**config.mk**
```make
export PLATFORM = sky130hd
export DESIGN_NAME = tree_encoder_copad_pipe_flat
export DESIGN_NICKNAME = d
export VERILOG_FILES = /design/src/rtl/tree_encoder_copad_pipe_if.sv /design/src/rtl/tree_encoder_copad_pipe.sv /design/src/flat_wrapper.sv
export SDC_FILE = /design/constraint.sdc
export NUM_CORES = 1
export LEC_CHECK = 0
export CORE_AREA = 2 2 144 146
export CTS_CLUSTER_SIZE = 16
export DETAILED_ROUTE_END_ITERATION = 8
export DIE_AREA = 0 0 146 148
export PLACE_DENSITY = 0.79
export SLEW_MARGIN = 20
export SYNTH_ARGS = -nofsm -noshare
export SYNTH_HDL_FRONTEND = slang
export SYNTH_SLANG_ARGS = --single-unit
```
**constraint.sdc**
```tcl
create_clock -name clock -period 2.94 [get_ports clock]
set_input_delay 0.588 -clock clock [delete_from_list [all_inputs] [get_ports clock]]
set_output_delay 0.588 -clock clock [all_outputs]
set_load 0.01 [all_outputs]
```
**src/rtl/tree_encoder_copad_pipe_if.sv**
```systemverilog
// Handshake-free candidate bus for the pipelined copad best-candidate selector.
// Latency: n/a (pure wiring bundle).
// Backpressure: none; master presents one candidate vector per clock, slave returns one result per clock.
//
// Port summary:
//   master: drives in_strobe, cand_vld, cand_pri, cand_data, pri_max; receives the best_* result group.
//   slave : the selector side, receives the candidate vector and drives out_strobe/best_*/n_qual.
interface tree_encoder_copad_pipe_if #(
    parameter int NCAND  = 8,
    parameter int PRI_W  = 10,
    parameter int DATA_W = 10
);
    localparam int IDX_W = $clog2(NCAND);

    logic                      in_strobe;
    logic [NCAND-1:0]          cand_vld;
    logic [NCAND*PRI_W-1:0]    cand_pri;
    logic [NCAND*DATA_W-1:0]   cand_data;
    logic [PRI_W-1:0]          pri_max;

    logic                      out_strobe;
    logic                      best_vld;
    logic [PRI_W-1:0]          best_pri;
    logic [DATA_W-1:0]         best_data;
    logic [IDX_W-1:0]          best_idx;
    logic [IDX_W:0]            n_qual;

    modport master (
        output in_strobe, cand_vld, cand_pri, cand_data, pri_max,
        input  out_strobe, best_vld, best_pri, best_data, best_idx, n_qual
    );

    modport slave (
        input  in_strobe, cand_vld, cand_pri, cand_data, pri_max,
        output out_strobe, best_vld, best_pri, best_data, best_idx, n_qual
    );
endinterface

```
**src/rtl/tree_encoder_copad_pipe.sv**
```systemverilog
// Pipelined smallest-priority selector over NCAND candidates with qualifying-candidate count.
// Latency: LEVELS = $clog2(NCAND) clocks from input sample to outputs, one register per tree level.
// Backpressure: none; accepts one vector every clock and never stalls.
//
// Ports: clock, reset (synchronous, active-high); io (slave modport) carries in_strobe, cand_vld,
// cand_pri, cand_data, pri_max in and out_strobe, best_vld, best_pri, best_data, best_idx, n_qual out.
module tree_encoder_copad_pipe #(
    parameter int NCAND  = 8,
    parameter int PRI_W  = 10,
    parameter int DATA_W = 10
) (
    input  logic                     clock,
    input  logic                     reset,
    tree_encoder_copad_pipe_if.slave io
);
    localparam int IDX_W  = $clog2(NCAND);
    localparam int LEVELS = $clog2(NCAND);

    // Leaves: combinational qualification of the raw input vector.
    logic              leaf_q    [NCAND];
    logic [PRI_W-1:0]  leaf_pri  [NCAND];
    logic [DATA_W-1:0] leaf_data [NCAND];
    logic [IDX_W-1:0]  leaf_idx  [NCAND];
    logic [IDX_W:0]    leaf_cnt  [NCAND];

    // Internal tree nodes in heap order: node 1 is the root, node n has children 2n and 2n+1.
    // Children numbered NCAND..2*NCAND-1 are the leaves. Every internal node is a register,
    // so each tree level is exactly one pipeline stage.
    logic              node_q    [1:NCAND-1];
    logic [PRI_W-1:0]  node_pri  [1:NCAND-1];
    logic [DATA_W-1:0] node_data [1:NCAND-1];
    logic [IDX_W-1:0]  node_idx  [1:NCAND-1];
    logic [IDX_W:0]    node_cnt  [1:NCAND-1];

    logic              nxt_q     [1:NCAND-1];
    logic [PRI_W-1:0]  nxt_pri   [1:NCAND-1];
    logic [DATA_W-1:0] nxt_data  [1:NCAND-1];
    logic [IDX_W-1:0]  nxt_idx   [1:NCAND-1];
    logic [IDX_W:0]    nxt_cnt   [1:NCAND-1];

    logic [LEVELS-1:0] stb_pipe;

    always_comb begin
        for (int i = 0; i < NCAND; i++) begin
            leaf_pri[i]  = io.cand_pri[i*PRI_W +: PRI_W];
            leaf_data[i] = io.cand_data[i*DATA_W +: DATA_W];
            // A dropped strobe makes the whole vector non-qualifying, which also zeroes n_qual.
            leaf_q[i]    = io.in_strobe & io.cand_vld[i] & (leaf_pri[i] <= io.pri_max);
            // Each leaf carries its full index; the winner's index rides along with it, so the
            // root index equals the one built up bit-per-level from odd-side wins.
            leaf_idx[i]  = IDX_W'(i);
            leaf_cnt[i]  = {{IDX_W{1'b0}}, leaf_q[i]};
        end
    end

    always_comb begin
        logic              e_q, o_q, o_win;
        logic [PRI_W-1:0]  e_pri, o_pri;
        logic [DATA_W-1:0] e_data, o_data;
        logic [IDX_W-1:0]  e_idx, o_idx;
        logic [IDX_W:0]    e_cnt, o_cnt;

        e_q = 1'b0;  o_q = 1'b0;  o_win = 1'b0;
        e_pri = '0;  o_pri = '0;
        e_data = '0; o_data = '0;
        e_idx = '0;  o_idx = '0;
        e_cnt = '0;  o_cnt = '0;

        for (int n = 1; n < NCAND; n++) begin
            nxt_q[n]    = 1'b0;
            nxt_pri[n]  = '0;
            nxt_data[n] = '0;
            nxt_idx[n]  = '0;
            nxt_cnt[n]  = '0;

            if (2*n >= NCAND) begin
                e_q = leaf_q[2*n-NCAND];     o_q = leaf_q[2*n+1-NCAND];
                e_pri = leaf_pri[2*n-NCAND]; o_pri = leaf_pri[2*n+1-NCAND];
                e_data = leaf_data[2*n-NCAND]; o_data = leaf_data[2*n+1-NCAND];
                e_idx = leaf_idx[2*n-NCAND]; o_idx = leaf_idx[2*n+1-NCAND];
                e_cnt = leaf_cnt[2*n-NCAND]; o_cnt = leaf_cnt[2*n+1-NCAND];
            end else begin
                e_q = node_q[2*n];           o_q = node_q[2*n+1];
                e_pri = node_pri[2*n];       o_pri = node_pri[2*n+1];
                e_data = node_data[2*n];     o_data = node_data[2*n+1];
                e_idx = node_idx[2*n];       o_idx = node_idx[2*n+1];
                e_cnt = node_cnt[2*n];       o_cnt = node_cnt[2*n+1];
            end

            // Odd side needs a strictly smaller priority to beat a qualifying even side, so ties
            // resolve to the lower index. With neither side qualifying the even side passes
            // through, which makes a no-winner result carry candidate 0 values at the root.
            o_win = o_q & (~e_q | (o_pri < e_pri));

            nxt_q[n]    = e_q | o_q;
            nxt_pri[n]  = o_win ? o_pri  : e_pri;
            nxt_data[n] = o_win ? o_data : e_data;
            nxt_idx[n]  = o_win ? o_idx  : e_idx;
            nxt_cnt[n]  = e_cnt + o_cnt;
        end
    end

    always_ff @(posedge clock) begin
        if (reset) begin
            for (int n = 1; n < NCAND; n++) begin
                node_q[n]    <= 1'b0;
                node_pri[n]  <= '0;
                node_data[n] <= '0;
                node_idx[n]  <= '0;
                node_cnt[n]  <= '0;
            end
            stb_pipe <= '0;
        end else begin
            for (int n = 1; n < NCAND; n++) begin
                node_q[n]    <= nxt_q[n];
                node_pri[n]  <= nxt_pri[n];
                node_data[n] <= nxt_data[n];
                node_idx[n]  <= nxt_idx[n];
                node_cnt[n]  <= nxt_cnt[n];
            end
            stb_pipe <= LEVELS'({stb_pipe, io.in_strobe});
        end
    end

    assign io.out_strobe = stb_pipe[LEVELS-1];
    assign io.best_vld   = node_q[1];
    assign io.best_pri   = node_pri[1];
    assign io.best_data  = node_data[1];
    assign io.best_idx   = node_idx[1];
    assign io.n_qual     = node_cnt[1];
endmodule

```
**src/flat_wrapper.sv**
```systemverilog
// flat-port wrapper written by rule: the top's interface ports become plain ports
module tree_encoder_copad_pipe_flat 
#(
    parameter int NCAND  = 8,
    parameter int PRI_W  = 10,
    parameter int DATA_W = 10
)
  (clock, reset, io_in_strobe, io_cand_vld, io_cand_pri, io_cand_data, io_pri_max, io_out_strobe, io_best_vld, io_best_pri, io_best_data, io_best_idx, io_n_qual);
  tree_encoder_copad_pipe_if #(.NCAND(NCAND), .PRI_W(PRI_W), .DATA_W(DATA_W)) io_i ();
  input  logic clock;
  input  logic reset;
  input wire logic [$bits(io_i.in_strobe)-1:0] io_in_strobe;
  input wire logic [$bits(io_i.cand_vld)-1:0] io_cand_vld;
  input wire logic [$bits(io_i.cand_pri)-1:0] io_cand_pri;
  input wire logic [$bits(io_i.cand_data)-1:0] io_cand_data;
  input wire logic [$bits(io_i.pri_max)-1:0] io_pri_max;
  output wire logic [$bits(io_i.out_strobe)-1:0] io_out_strobe;
  output wire logic [$bits(io_i.best_vld)-1:0] io_best_vld;
  output wire logic [$bits(io_i.best_pri)-1:0] io_best_pri;
  output wire logic [$bits(io_i.best_data)-1:0] io_best_data;
  output wire logic [$bits(io_i.best_idx)-1:0] io_best_idx;
  output wire logic [$bits(io_i.n_qual)-1:0] io_n_qual;
  assign io_i.in_strobe = io_in_strobe;
  assign io_i.cand_vld = io_cand_vld;
  assign io_i.cand_pri = io_cand_pri;
  assign io_i.cand_data = io_cand_data;
  assign io_i.pri_max = io_pri_max;
  assign io_out_strobe = io_i.out_strobe;
  assign io_best_vld = io_i.best_vld;
  assign io_best_pri = io_i.best_pri;
  assign io_best_data = io_i.best_data;
  assign io_best_idx = io_i.best_idx;
  assign io_n_qual = io_i.n_qual;
  tree_encoder_copad_pipe #(.NCAND(NCAND), .PRI_W(PRI_W), .DATA_W(DATA_W)) u_core (.clock(clock), .reset(reset), .io(io_i));
endmodule
```
==> notes.md, run 1 <==
run metrics: initial antenna violation count=0, Final Core Density=0.717, root buffer cell=clkbuf_16, Ys Warns=0, most frequent logic cell in the layout=nand2_1, internal power=0.00487 W, I/O pins=210, Fillers=1521, worst path required time=3.26 ns, critical path class=input port to flop, Worst Path Arrival=3.16 ns, initial detailed-routing violation count=509, max_cap viols=0, Reg-to-Reg End=u_core.node_pri[1][16], Slew Viols, Final=0, Distinct cells, synth=48, clock buffer depth=2, Crit path largest cell delay=between 0.4 and 0.5 ns, Biggest consumer=registers, Pleak=6.56 nW, critical path's top delay family=buffers and inverters, Sequential Power=0.00270 W, final period utilization=0.965, TritonRoute pass-1 iters=5, Worst-Skew Late Latency=0.43 ns, HP Class=flop to flop, Top-area cell share=0.347, Hold WS=0.440 ns, vias in the first global route=9182, outcome=finished, final reports clean, nets=1821, combinational share of power=0.216, Post-Syn Instances=1191
run 1: cell families after synthesis:
logic type / after synthesis / share of synthesized area
buf+inv: 158 / 0.0674
compound gates: 135 / 0.0870
mux: 144 / 0.138
simple gates: 413 / 0.168
xor+xnor: 1 / 0.000838
flops: 181 / 0.347
fa+ha+maj: 159 / 0.192
run 1: final cells by class:
class	instances	area [µm²]	share of cell area
clock buffer	19	453	0.0315
tap	270	338	0.0235
clock inverter	13	213	0.0148
multi-input combinational	852	6250	0.435
inverter	108	417	0.0290
timing repair buffer	321	3090	0.215
sequential	181	3620	0.252
run 1: worst max path at each step:
stage | from | endpoint | slack (ns) | cells past startpoint
after floorplan | io_pri_max[8] | u_core.node_cnt[2][4] | 0.39 | 8
after global placement | io_pri_max[3] | u_core.node_pri[2][16] | -0.30 | 11
after detailed placement | io_pri_max[3] | u_core.node_data[3][17] | -0.35 | 10
after CTS | io_pri_max[3] | u_core.node_data[3][17] | 0.08 | 10
after global routing | io_pri_max[5] | u_core.node_idx[3][3] | 0.04 | 12
final | io_pri_max[5] | u_core.node_idx[3][3] | 0.10 | 12
run 1: synth_stat cells, types with 2 or more instances:
cell type,number
clkbuf_1,28
a221o_1,3
nand3_1,13
nand2_1,311
mux2i_1,144
and2_1,6
buf_6,4
nand4_1,16
a211oi_1,10
nor2_1,20
o31ai_1,2
or3_1,3
buf_4,6
dfxtp_1,181
nor4_1,3
o31a_1,5
buf_8,2
inv_1,107
and4_1,5
a21oi_1,41
dlygate4sd1_1,5
nor2b_1,20
a221oi_1,2
a21o_1,34
o21ai_0,21
a31oi_1,3
ha_1,156
a2111oi_0,3
buf_2,4
fa_1,3
a21oi_2,2
nand2b_1,12
run 1: worst min-delay path, cell delays in order (launching register included):
cell	delay, ns
dfxtp_1	0.30
nand2_1	0.04
mux2i_1	0.05
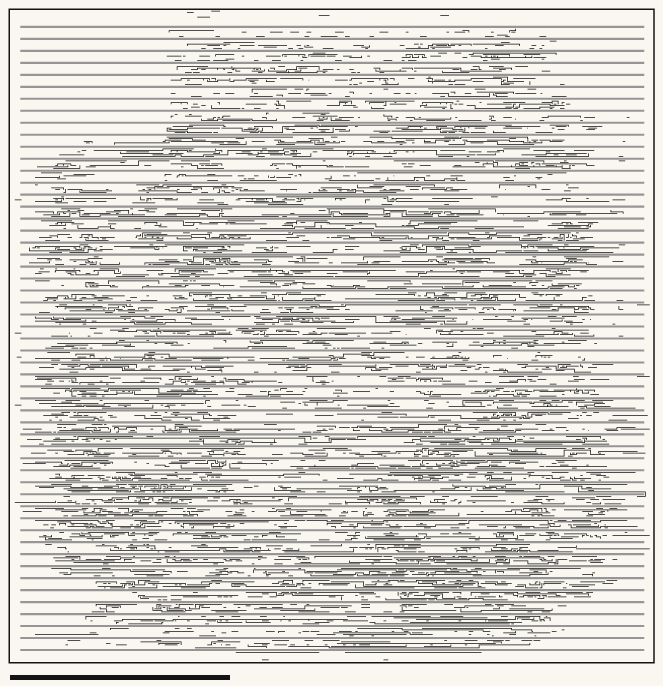
Fig. 1. Met1 routing (run 1).
Scale bar: 50 µm. Supply wires on this layer in gray.
main direction = horizontal
share of all routed wire = 42%
wire length on this layer = 12600 µm
nets with wire on the layer = 1665
longest straight run = 49.7 µm

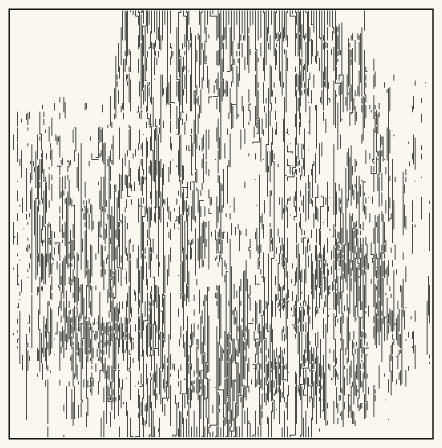
Fig. 2. Signal wires on met2 (run 1).
longest straight run = 55.7 µm
share of all routed wire = 48%
wire length on this layer = 14100 µm
main direction = vertical
nets with wire on the layer = 1522

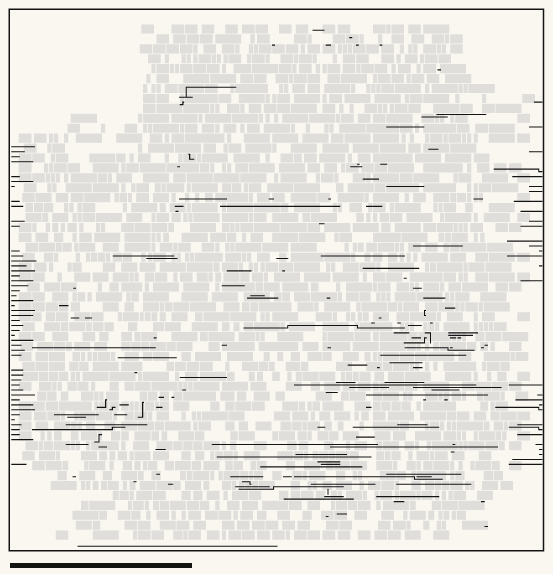
Fig. 3. Met3 routing (run 1).
Scale bar: 50 µm.
nets with wire on the layer = 171
wire length on this layer = 1530 µm
longest straight run = 54.5 µm
main direction = horizontal

Fig. 4: run 1, met4 routing
Supply wires on this layer in gray.
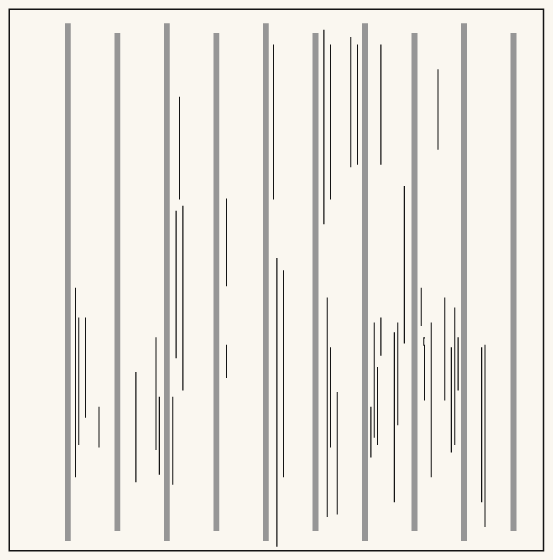

--- run 2 (diff from run 1) ---
Settings changed: CORE_AREA 2 2 144 146 to 2 2 130 132, DIE_AREA 0 0 146 148 to 0 0 132 134, DONT_BUFFER_PORTS from default to 1, PLACE_DENSITY 0.79 to 0.78.
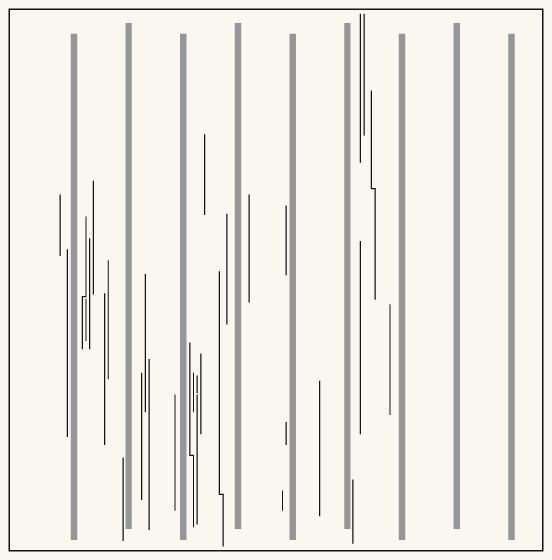
Fig. 5. Met4 routing (run 2).
Supply wires on this layer in gray.
main direction = vertical
longest straight run = 55.2 µm

==> run 2 against run 1 <==
Effect of this change:
- clock skew fell by 0.0018 ns
- fmax rose by 10%
- clock power fell by 11%
- die size fell by 18%
- critical endpoint is now u_core.node_pri[2][0]
- highest routed layer unchanged
==> notes.md, run 2 <==
run metrics: outcome=finished, final reports clean (unchanged), Ys Warns=0 (unchanged), TritonRoute pass-1 iters=6 (was 5), r2r setup slk=0.42 ns (was 0.51 ns), Hold WS=0.235 ns (was 0.440 ns), Reg-to-Reg End=u_core.node_data[1][18] (was u_core.node_pri[1][16]), Worst-Skew Late Latency=0.43 ns (about the same), Sequential Power=0.00270 W (about the same), Final Core Density=0.698 (was 0.717), max_cap viols=0 (unchanged), CTS Hold Bufs=0 (unchanged), commonest cells in the netlist=nand2_1, dfxtp_1, ha_1, mux2i_1, inv_1 (unchanged), Worst-Margin Slew=0.975 ns (was 0.537 ns), gp weighted congestion=0.944 (was 0.959), Fillers=1286 (was 1521), clock buffer depth=2 (unchanged), Synth top cell by count=nand2_1 (unchanged), Top-area cell share=0.347 (unchanged), Sink Count=181 (unchanged), ys async rst share=0 (unchanged), I/O pins=210 (unchanged), Sw Share=0.278 (was 0.271), ys flops=181 (unchanged), Top area cell types=dfxtp_1, ha_1, mux2i_1 (unchanged), IO Port Bufs=0 (was 209), final period utilization=0.877 (was 0.965), most frequent logic cell in the layout=nand2_1 (unchanged), sequential share of the synthesized area=0.347 (unchanged), initial antenna violation count=0 (unchanged), HP Class=input port to flop (was flop to flop), global-route wire length before repair=39100 µm (was 46600 µm), Distinct cells, synth=48 (unchanged), combinational share of power=0.160 (was 0.216), slowest cell on the critical path=a21oi_4 (was clkdlybuf4s50_1), Worst Path Max Fanout=21 (was 7), vias in the first global route=7986 (was 9182), Pleak=5.27 nW (was 6.56 nW), critical path class=input port to flop (unchanged), internal power=0.00427 W (was 0.00487 W), initial detailed-routing violation count=553 (was 509), nets=1528 (was 1821), root buffer cell=clkbuf_16 (unchanged), Worst Path Arrival=2.92 ns (was 3.16 ns), Biggest consumer=registers (unchanged), Post-Syn Instances=1191 (unchanged), Slew Viols, Final=0 (unchanged)
-- run 2: worst max-delay path by stage --
stage                                   endpoint  depth (start not counted)  slack (ns)          start
final                      u_core.node_pri[2][0]                          8        0.36  io_pri_max[8]
after global routing       u_core.node_pri[2][9]                          8        0.22  io_pri_max[8]
after CTS                  u_core.node_pri[2][9]                          8        0.35  io_pri_max[8]
after detailed placement   u_core.node_pri[2][0]                          8       -0.08  io_pri_max[8]
after global placement    u_core.node_data[2][8]                          8        0.02  io_pri_max[8]
after floorplan            u_core.node_cnt[2][4]                          8        0.39  io_pri_max[8]
-- run 2: cell families (layout without fill, tap and decap cells) --
| logic type | after synthesis | count (layout) | share of synthesized area |
|---|---|---|---|
| compound gates | 135 | 135 | 0.0870 |
| xor+xnor | 1 | 1 | 0.000838 |
| fa+ha+maj | 159 | 159 | 0.192 |
| buf+inv | 158 | 168 | 0.0674 |
| flops | 181 | 181 | 0.347 |
| mux | 144 | 144 | 0.138 |
| simple gates | 413 | 413 | 0.168 |
-- run 2: worst max-delay path: cells and delay by family --
family	cells	cell delay, ns
muxes	1	0.32
AOI/OAI and AO/OA	3	1.01
and+or+nand+nor	2	0.50
adders and majority gates	1	0.35
buffers and inverters	1	0.13
-- run 2: final cells by class --
cell class                 count  area (µm²)  share of cell area
clock buffer                  18         439              0.0386
clock inverter                14         160              0.0141
inverter                     108         413              0.0363
multi-input combinational    852        6180               0.544
sequential                   181        3620               0.319
tap                          220         275              0.0242
timing repair buffer          28         273              0.0240
-- run 2: routing by layer --
layer | GRT usage | routed length [µm]
met5 | 0 | 0
met4 | 0.124 | 907
met3 | 0.0597 | 1670
met2 | 0.468 | 11500
met1 | 0.348 | 10500
Power and IR drop assume default switching activity.
